### src/rtl/nadajnik_uart_if.sv
// Handshake and line bundle for the nadajnik_uart serial transmitter.
// The master drives words in; the slave (the transmitter) drives status and the line.
interface nadajnik_uart_if #(
    parameter int DATA_BITS = 8
);
    logic [DATA_BITS-1:0] data_i;
    logic                 valid_i;
    logic                 ready_o;
    logic                 busy_o;
    logic                 done_o;
    logic                 TXD_o;

    modport master (output data_i, valid_i, input ready_o, busy_o, done_o, TXD_o);
    modport slave  (input data_i, valid_i, output ready_o, busy_o, done_o, TXD_o);
endinterface

### src/rtl/nadajnik_uart.sv
// RS-232 framing transmitter: start, DATA_BITS data LSB first, optional parity, stop bit(s).
// Define NADAJNIK_PARITY_EN to insert a parity bit (even, or odd when PARITY_ODD=1).
module nadajnik_uart #(
    parameter int DIV        = 10,
    parameter int DATA_BITS  = 8,
    parameter int STOP_BITS  = 1,
    parameter int PARITY_ODD = 0
) (
    input  logic           clk_i,
    input  logic           rst_i,
    nadajnik_uart_if.slave bus
);
    localparam logic [2:0] S_IDLE  = 3'd0;
    localparam logic [2:0] S_START = 3'd1;
    localparam logic [2:0] S_DATA  = 3'd2;
`ifdef NADAJNIK_PARITY_EN
    localparam logic [2:0] S_PAR   = 3'd3;
`endif
    localparam logic [2:0] S_STOP  = 3'd4;

    localparam logic [15:0] DIV_M1  = 16'(DIV - 1);
    localparam logic [15:0] DIV_M2  = 16'(DIV - 2);
    localparam logic [3:0]  DATA_M1 = 4'(DATA_BITS - 1);
    localparam logic [3:0]  STOP_M1 = 4'(STOP_BITS - 1);

    if (DIV < 2 || DIV > 65535) begin : g_bad_div
        $error("nadajnik_uart: DIV out of range");
    end
    if (DATA_BITS < 5 || DATA_BITS > 8) begin : g_bad_data
        $error("nadajnik_uart: DATA_BITS out of range");
    end
    if (STOP_BITS < 1 || STOP_BITS > 2) begin : g_bad_stop
        $error("nadajnik_uart: STOP_BITS must be 1 or 2");
    end
    if (PARITY_ODD < 0 || PARITY_ODD > 1) begin : g_bad_par
        $error("nadajnik_uart: PARITY_ODD must be 0 or 1");
    end

    logic [2:0]           state;
    logic [15:0]          cyc;
    logic [3:0]           bit_cnt;
    logic [DATA_BITS-1:0] shreg;
    logic                 txd, ready, busy, done;
`ifdef NADAJNIK_PARITY_EN
    logic                 par_bit;
`endif

    assign bus.TXD_o   = txd;
    assign bus.ready_o = ready;
    assign bus.busy_o  = busy;
    assign bus.done_o  = done;

    logic bit_end, last_stop, accept;
    assign bit_end   = (cyc == DIV_M1);
    assign last_stop = (bit_cnt == STOP_M1);
    // ready is only high in IDLE or the final stop-bit cycle, so accept covers both entry paths
    assign accept    = bus.valid_i & ready;

    always_ff @(posedge clk_i or negedge rst_i) begin
        if (!rst_i) begin
            state   <= S_IDLE;
            cyc     <= '0;
            bit_cnt <= '0;
            shreg   <= '0;
            txd     <= 1'b1;
            ready   <= 1'b1;
            busy    <= 1'b0;
            done    <= 1'b0;
`ifdef NADAJNIK_PARITY_EN
            par_bit <= 1'b0;
`endif
        end else begin
            done <= 1'b0;
            if (accept) begin
                if (state == S_STOP) done <= 1'b1;
                shreg   <= bus.data_i;
                txd     <= 1'b0;
                busy    <= 1'b1;
                ready   <= 1'b0;
                cyc     <= '0;
                bit_cnt <= '0;
                state   <= S_START;
`ifdef NADAJNIK_PARITY_EN
                par_bit <= (^bus.data_i) ^ 1'(PARITY_ODD);
`endif
            end else begin
                case (state)
                    S_IDLE: ;
                    S_START: begin
                        if (bit_end) begin
                            cyc     <= '0;
                            bit_cnt <= '0;
                            txd     <= shreg[0];
                            shreg   <= shreg >> 1;
                            state   <= S_DATA;
                        end else cyc <= cyc + 16'd1;
                    end
                    S_DATA: begin
                        if (bit_end) begin
                            cyc <= '0;
                            if (bit_cnt == DATA_M1) begin
                                bit_cnt <= '0;
`ifdef NADAJNIK_PARITY_EN
                                txd   <= par_bit;
                                state <= S_PAR;
`else
                                txd   <= 1'b1;
                                state <= S_STOP;
`endif
                            end else begin
                                bit_cnt <= bit_cnt + 4'd1;
                                txd     <= shreg[0];
                                shreg   <= shreg >> 1;
                            end
                        end else cyc <= cyc + 16'd1;
                    end
`ifdef NADAJNIK_PARITY_EN
                    S_PAR: begin
                        if (bit_end) begin
                            cyc   <= '0;
                            txd   <= 1'b1;
                            state <= S_STOP;
                        end else cyc <= cyc + 16'd1;
                    end
`endif
                    S_STOP: begin
                        if (bit_end) begin
                            cyc <= '0;
                            if (last_stop) begin
                                // no follow-on word: frame ends, line stays high
                                done  <= 1'b1;
                                busy  <= 1'b0;
                                state <= S_IDLE;
                            end else bit_cnt <= bit_cnt + 4'd1;
                        end else begin
                            cyc <= cyc + 16'd1;
                            if (last_stop && cyc == DIV_M2) ready <= 1'b1;
                        end
                    end
                    default: begin
                        state <= S_IDLE;
                        txd   <= 1'b1;
                        ready <= 1'b1;
                        busy  <= 1'b0;
                    end
                endcase
            end
        end
    end
endmodule
### src/flat_wrapper.sv
// flat-port wrapper written by rule: the top's interface ports become plain ports
module nadajnik_uart_flat 
#(
    parameter int DIV        = 10,
    parameter int DATA_BITS  = 8,
    parameter int STOP_BITS  = 1,
    parameter int PARITY_ODD = 0
)
  (clk_i, rst_i, bus_data_i, bus_valid_i, bus_ready_o, bus_busy_o, bus_done_o, bus_TXD_o);
  nadajnik_uart_if #(.DATA_BITS(DATA_BITS)) bus_i ();
  input  logic clk_i;
  input  logic rst_i;
  input wire logic [$bits(bus_i.data_i)-1:0] bus_data_i;
  input wire logic [$bits(bus_i.valid_i)-1:0] bus_valid_i;
  output wire logic [$bits(bus_i.ready_o)-1:0] bus_ready_o;
  output wire logic [$bits(bus_i.busy_o)-1:0] bus_busy_o;
  output wire logic [$bits(bus_i.done_o)-1:0] bus_done_o;
  output wire logic [$bits(bus_i.TXD_o)-1:0] bus_TXD_o;
  assign bus_i.data_i = bus_data_i;
  assign bus_i.valid_i = bus_valid_i;
  assign bus_ready_o = bus_i.ready_o;
  assign bus_busy_o = bus_i.busy_o;
  assign bus_done_o = bus_i.done_o;
  assign bus_TXD_o = bus_i.TXD_o;
  nadajnik_uart #(.DIV(DIV), .DATA_BITS(DATA_BITS), .STOP_BITS(STOP_BITS), .PARITY_ODD(PARITY_ODD)) u_core (.clk_i(clk_i), .rst_i(rst_i), .bus(bus_i));
endmodule
### config.mk
export PLATFORM = sky130hd
export DESIGN_NAME = nadajnik_uart_flat
export DESIGN_NICKNAME = d
export VERILOG_FILES = /design/src/rtl/nadajnik_uart_if.sv /design/src/rtl/nadajnik_uart.sv /design/src/flat_wrapper.sv
export SDC_FILE = /design/constraint.sdc
export NUM_CORES = 1
export LEC_CHECK = 0
export CAP_MARGIN = 20
export CORE_MARGIN = 2
export CORE_UTILIZATION = 30
export CTS_BUF_LIST = sky130_fd_sc_hd__clkbuf_4
export DETAILED_ROUTE_END_ITERATION = 7
export GPL_TIMING_DRIVEN = 0
export PLACE_DENSITY = 0.49
export SLEW_MARGIN = 25
export SYNTH_ARGS = -nofsm -noshare
export SYNTH_HDL_FRONTEND = slang
export SYNTH_SLANG_ARGS = --single-unit
### constraint.sdc
create_clock -name clk_i -period 1.95 [get_ports clk_i]
set_input_delay 0.39 -clock clk_i [delete_from_list [all_inputs] [get_ports clk_i]]
set_output_delay 0.39 -clock clk_i [all_outputs]
set_load 0.02 [all_outputs]
==> notes.md, run 1 <==
Implementation summary

After synthesis, the most frequently instantiated cells are 33 x dfrtp_1, 22 x nand2_1, 22 x nor2_1. The run finished, with violations left. The CTS log lists the clock sinks for this run as 35. The final setup violation count is 2. After detailed routing, the met2 layer carries 2.38 mm of wire.

Per the detailed placement report, the placed cell area equals 0.00232 mm2. For met1 alone, demand over resource in global routing was 20.2%. The final total power is 1.30 mW. The met3 usage in global routing is 2.86%.

The biggest area consumer among cell classes is logic gates. The async set-or-reset flop fraction in the synthesized netlist is 100%. The average vias per placed instance is 5.21. The final reports fail on negative setup slack. Counting both buffers and inverters, the worst setup path holds a total of 1. Data on the critical path arrives at its endpoint at 2.25 ns. Across all setup checks in the final design, the least slack found is -0.0540 ns.

Logged for this run, the post-placement worst setup slack is -0.546 ns. The number of clock buffers in the layout is 5. The count of final hold-check violations is 0. The count of inserted antenna diode cells is 0. Dividing total power by cell area gives a power density of 487 mW/mm2. Per the synthesis report, the single largest cell type by area occupies 40.3% of cell area. Looking at the gate-level netlist, the highest instance count belongs to dfrtp_1.

The gate count of the mapped netlist is 219. The number of max-capacitance violations reported is 0. The number of global-route vias before repair is 1674.

Summed over all layers, the global routing overflow is 0. The count of TritonRoute iterations in the first routing pass is 4. The share of cell area taken by multi-input logic gates is 44.9%. The total count of max-transition violations in the final report is 0.

Setup repair after global routing could not meet its margin everywhere. The HPWL reported at the end of detailed placement is 3.49 mm. The floorplan-stage core utilization is 30.5%. The largest net degree at the start of global routing is 20. Note that the worst hold path type here is reg -> reg.

In this run the critical path is formed by inv_2 -> ha_2 -> and3b_2 -> nand4_4 -> o2111a_2 -> nor3_4 -> mux2_4. The maximum level of the CTS H-tree is 2. For this run, combinational gates with multiple inputs come to 166. The global placement routability congestion is 0.759. The post-synthesis sequential element count is 35.

The clock passes through at most 2 buffers. In the detailed route, the total length drawn on met3 is 99 um. The non-clock buffering overhead in the final layout is 13.9%.
==> run 1: timing repair <==
item,4_1_cts,5_1_grt
hold endpoints to repair,15,0
setup endpoints to repair,25,29
pin swaps,7,16
hold buffers,1,0
resized,21,14
setup buffers,7,13
==> run 1: path summary, 6_finish.rpt <==
check / start / to / slack (ns) / cells after the start
min in group asynchronous: rst_i / u_core.cyc[3] / 0.51 / 2
worst max register to register: u_core.cyc[1] / u_core.bit_cnt[1] / -0.05 / 7
worst min register to register: u_core.bus.TXD_o / u_core.bus.TXD_o / 0.49 / 2
worst max-delay path: u_core.cyc[1] / u_core.bit_cnt[1] / -0.05 / 7
max in group asynchronous: rst_i / u_core.bus.TXD_o / 0.92 / 3
worst min-delay path: u_core.bus.TXD_o / u_core.bus.TXD_o / 0.49 / 2
==> run 1: power breakdown <==
group          internal (mW)  switching [mW]  leakage (nW)
Clock                  0.264           0.265        0.0426
Combinational         0.0233          0.0179         0.608
Sequential             0.726               0         0.443
==> run 1: state kept, by name, summed over array words and instances, names as in the netlist <==
signal / flops
u_core.cyc: 16
u_core.shreg: 8
u_core.bit_cnt: 4
u_core.state: 3
u_core.bus.TXD_o: 1
u_core.bus.busy_o: 1
u_core.bus.done_o: 1
u_core.bus.ready_o: 1
==> run 1: tightest hold or removal path, delay by kind of cell (launching register included) <==
| kind | cells | cell delay [ns] |
|---|---|---|
| DFF | 1 | 0.39 |
| buffers and inverters | 1 | 0.05 |
| AOI/OAI and AO/OA | 1 | 0.06 |
==> run 1: kinds of logic after synthesis <==
| group | share of synthesized area (%) |
|---|---|
| buffers and inverters | 3.54 |
| adder cells (fa/ha/maj) | 3.05 |
| flip-flops | 42.9 |
| XOR/XNOR | 3.85 |
| multiplexers | 1.10 |
| AND/OR/NAND/NOR | 28.7 |
| AND-OR/OR-AND | 16.9 |
==> run_1/io_fan.png <==
The bar under the picture is 20 um long.
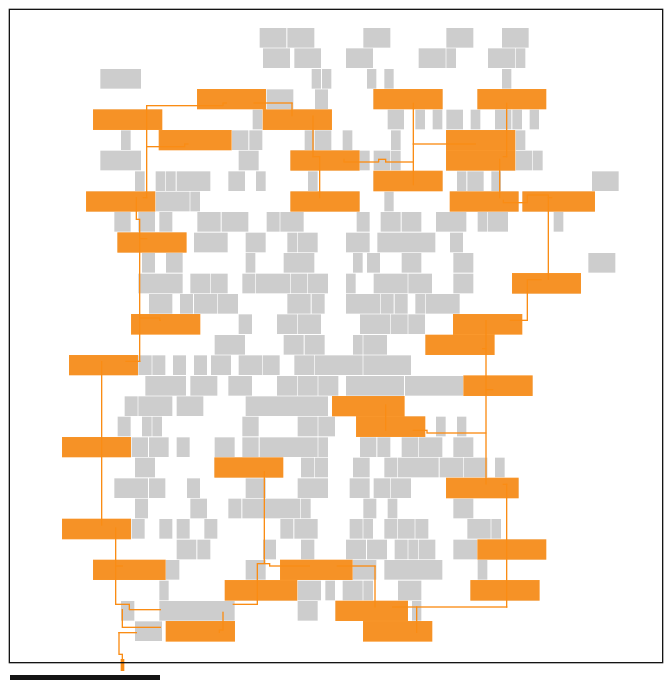
- `rst_i`: orange (bits 1; direction input; edge south; end cells 35; buffers 3; wire 314 um)
Ports: 15
number of buffers added on ports: 14

==> run_1/placement.png <==
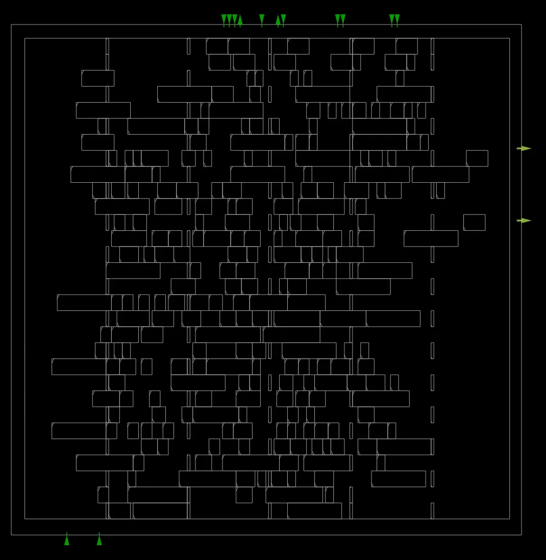
sequential fraction of total cell area: 33.3%
fraction of the core area covered by cells at the end of the flow: 39.6%
fillers: 688
well tap count: 80
number of rows in the core area: 30

==> run_1/metal_density.png <==
17 x 17 tiles, from dark blue (low) to red (high), scaled to the fullest tile. Values are wire area over tile area, all layers added.
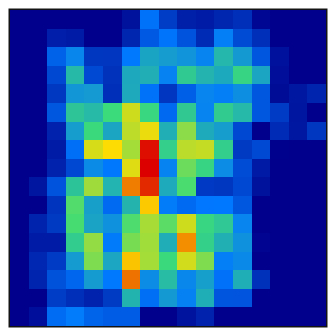
- densest ninth of the die: center
- tiles over half the peak: 12%
- fullest tile: 0.47
Global Route Usage Sum: 14.3%
total number of vias: 1781
average wire per standard cell: 14.7 um

==> run 2: changes to the inputs <==
--- a/config.mk
+++ b/config.mk
@@ -16,3 +16,4 @@
 export SYNTH_ARGS = -nofsm -noshare
 export SYNTH_HDL_FRONTEND = slang
 export SYNTH_SLANG_ARGS = --single-unit
+export TNS_END_PERCENT = 10
==> notes.md, run 2 <==
Implementation summary

Between clock sinks in the finished design, the worst skew comes to 0.00804 ns. Once layout is complete, the utilization of the core stands at 39.8%. The registers reported with the highest flop counts are u_core.cyc (16), u_core.shreg (8), u_core.bit_cnt (4). The ratio of total power to cell area is 485 mW/mm2. The setup slack of the critical path after layout is -0.0642 ns. In the floorplan report the effective utilization is 30.5%. The clock passes through at most 2 buffers. Buffers placed on the I/O ports in this run total 14.

The most repeated cell in the gate-level netlist after synthesis is dfrtp_1. The first global-routing pass estimated 8.32 mm of wire. For the worst min-delay path, the startpoint reported by OpenROAD is u_core.bus.TXD_o. The async set-or-reset flop fraction in the synthesized netlist is 100%. Synthesis handed over a netlist of 219 instances. The largest net degree at the start of global routing is 20. At the worst endpoint, the arrival time is 2.26 ns. The clock tree root driver cell is clkbuf_4. The worst setup path startpoint is u_core.cyc[1]. Setup violations remaining at the end of the flow were counted as 4. The worst min-delay path class is reg -> reg. For reference, the placement row count at floorplan is 30. The maximum level of the CTS H-tree is 2. The total wire length after detailed routing is 5.09 mm. The number of warning messages in the logs is 31. The count of TritonRoute iterations in the first routing pass is 4. The terminus of the critical flop-to-flop path is u_core.bit_cnt[1]. The net count after synthesis is 235. The global placement routability congestion is 0.759. The register with the most flip-flops in the final layout is u_core.cyc. The hold path endpoint is u_core.bus.TXD_o.

TritonRoute output was used to compute an average wire per cell of 14.8 um. For this run, the script counts the antenna cells in the layout as 0. The startpoint of the lowest-slack register-to-register path is u_core.cyc[1]. Per the synth log, the flip-flop and latch total comes to 35. The worst hold path stage count is 2. The share of the synthesized area in the top cell type is 40.3%.

For reference, the critical path is captured by u_core.bit_cnt[1]. For reference, the final report shows the hold violation count at 0. The number of clock buffers inserted by TritonCTS is 5.

The residual overflow from global routing is 0. The CTS log lists the clock sinks for this run as 35. The commonest cells after synthesis are 33 x dfrtp_1, 22 x nand2_1, 22 x nor2_1. The register with the most flip-flops in the layout has 16 of them. The top-level port count is 15. The HPWL reported at the end of detailed placement is 3.49 mm. Setup repair after global routing could not meet its margin everywhere. The flow ran to the end, but the final reports show violations. Measured in cells, the most critical reg-to-reg path has a length of 7.

Pins over their slew limit in the final report were tallied at 0. The worst setup slack before clock tree synthesis is -0.546 ns. The report counts max-capacitance violations totalling 0. Traced cell by cell, the critical path runs through inv_2 -> ha_2 -> and3b_2 -> nand4_4 -> o2111a_2 -> nor3_4 -> mux2_4.

The number of global-route vias before repair came to 1669. The final reports fail on negative setup slack. STA reports a reg2reg setup slack of -0.06 ns. The final total power is 1.30 mW.
-- run 2: through the flow --
stage | cells | area [um2] | hold WS [ns]
after floorplan | 219 | 2060 | 0.0944
after CTS | 329 | 2500 | 0.496
after global routing | 343 | 2680 | 0.512
final | 343 | 2680 | 0.491
after global placement | 313 | 2300 | 0.472
after detailed placement | 314 | 2320 | 0.360
-- run 2: what timing repair did --
item | CTS | global route
hold buffers | 1 | 0
pin swaps | 7 | 9
endpoints found under the hold margin | 15 | 0
setup buffers | 7 | 14
setup endpoints to repair | 25 | 30
gates resized | 17 | 18
-- run 2: worst max-delay path, delay by kind of cell, from the launching register on --
| kind | cells | cell delay, ns |
|---|---|---|
| compound gates | 1 | 0.32 |
| fa+ha+maj | 1 | 0.16 |
| buf+inv | 1 | 0.07 |
| flops | 1 | 0.41 |
| mux | 1 | 0.32 |
| simple gates | 3 | 0.63 |
-- run 2: final cells by class --
class / instances / area, um2
timing repair buffer: 37 / 330
fill: 690 / 4040
multi-input combinational: 166 / 1200
sequential: 35 / 886
inverter: 9 / 33.8
clock inverter: 3 / 38.8
tap: 80 / 100
clock buffer: 5 / 37.5
buffer: 8 / 45.0
-- run 2: where the power goes --
group	internal, mW	switching, mW
logic	0.0233	0.0179
clock network	0.264	0.267
registers	0.726	0
-- run 2: metal layers --
layer	global-route usage [%]	part of all wire, %	up-vias
li1	-	-	900
met1	20.3	48	891
met2	21.5	48	25
met3	2.86	2.6	5
met4	4.69	1.5	0
met5	0	0	-
-- run 2: logic make-up (layout without fill, tap and decap cells) --
group	count (synthesis)	after routing	share of synthesized area, %
AND/OR/NAND/NOR	101	101	28.7
AND-OR/OR-AND	49	49	16.9
flip-flops	35	35	42.9
buffers and inverters	18	62	3.54
XOR/XNOR	9	9	3.85
adder cells (fa/ha/maj)	5	5	3.05
multiplexers	2	2	1.10
==> run_2/power_grid.png <==
The bar under the picture is 20 um long. Pins as bars on the die edge. Tap cells in gray.
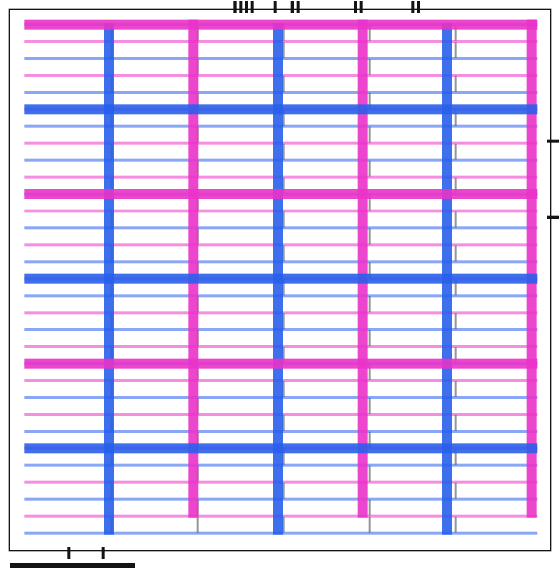
- VSS: blue
- VDD: magenta
- rows: 30
- met1 rails: 31
- tap cells: 80
- met4 straps: 6
- met5 straps: 6
Horiz. Die Dim: 86.7 um
Peak VDD IR: 0.219 mV
Chip Height: 86.7 um

==> run_2/metal_density.png <==
17 x 17 tiles, from dark blue (low) to red (high), scaled to the fullest tile. Values are wire area over tile area, all layers added.
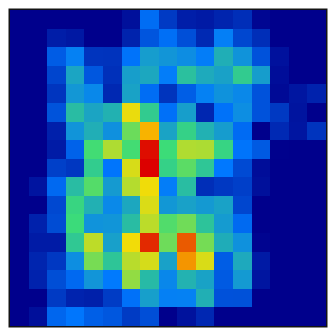
- densest ninth of the die: center
- mean over tiles: 0.10
- nearly empty tiles: 29%
- fullest tile: 0.49
Global Route Usage Sum: 14.2%
total number of vias: 1821

Power is estimated from default activity; no workload was simulated.
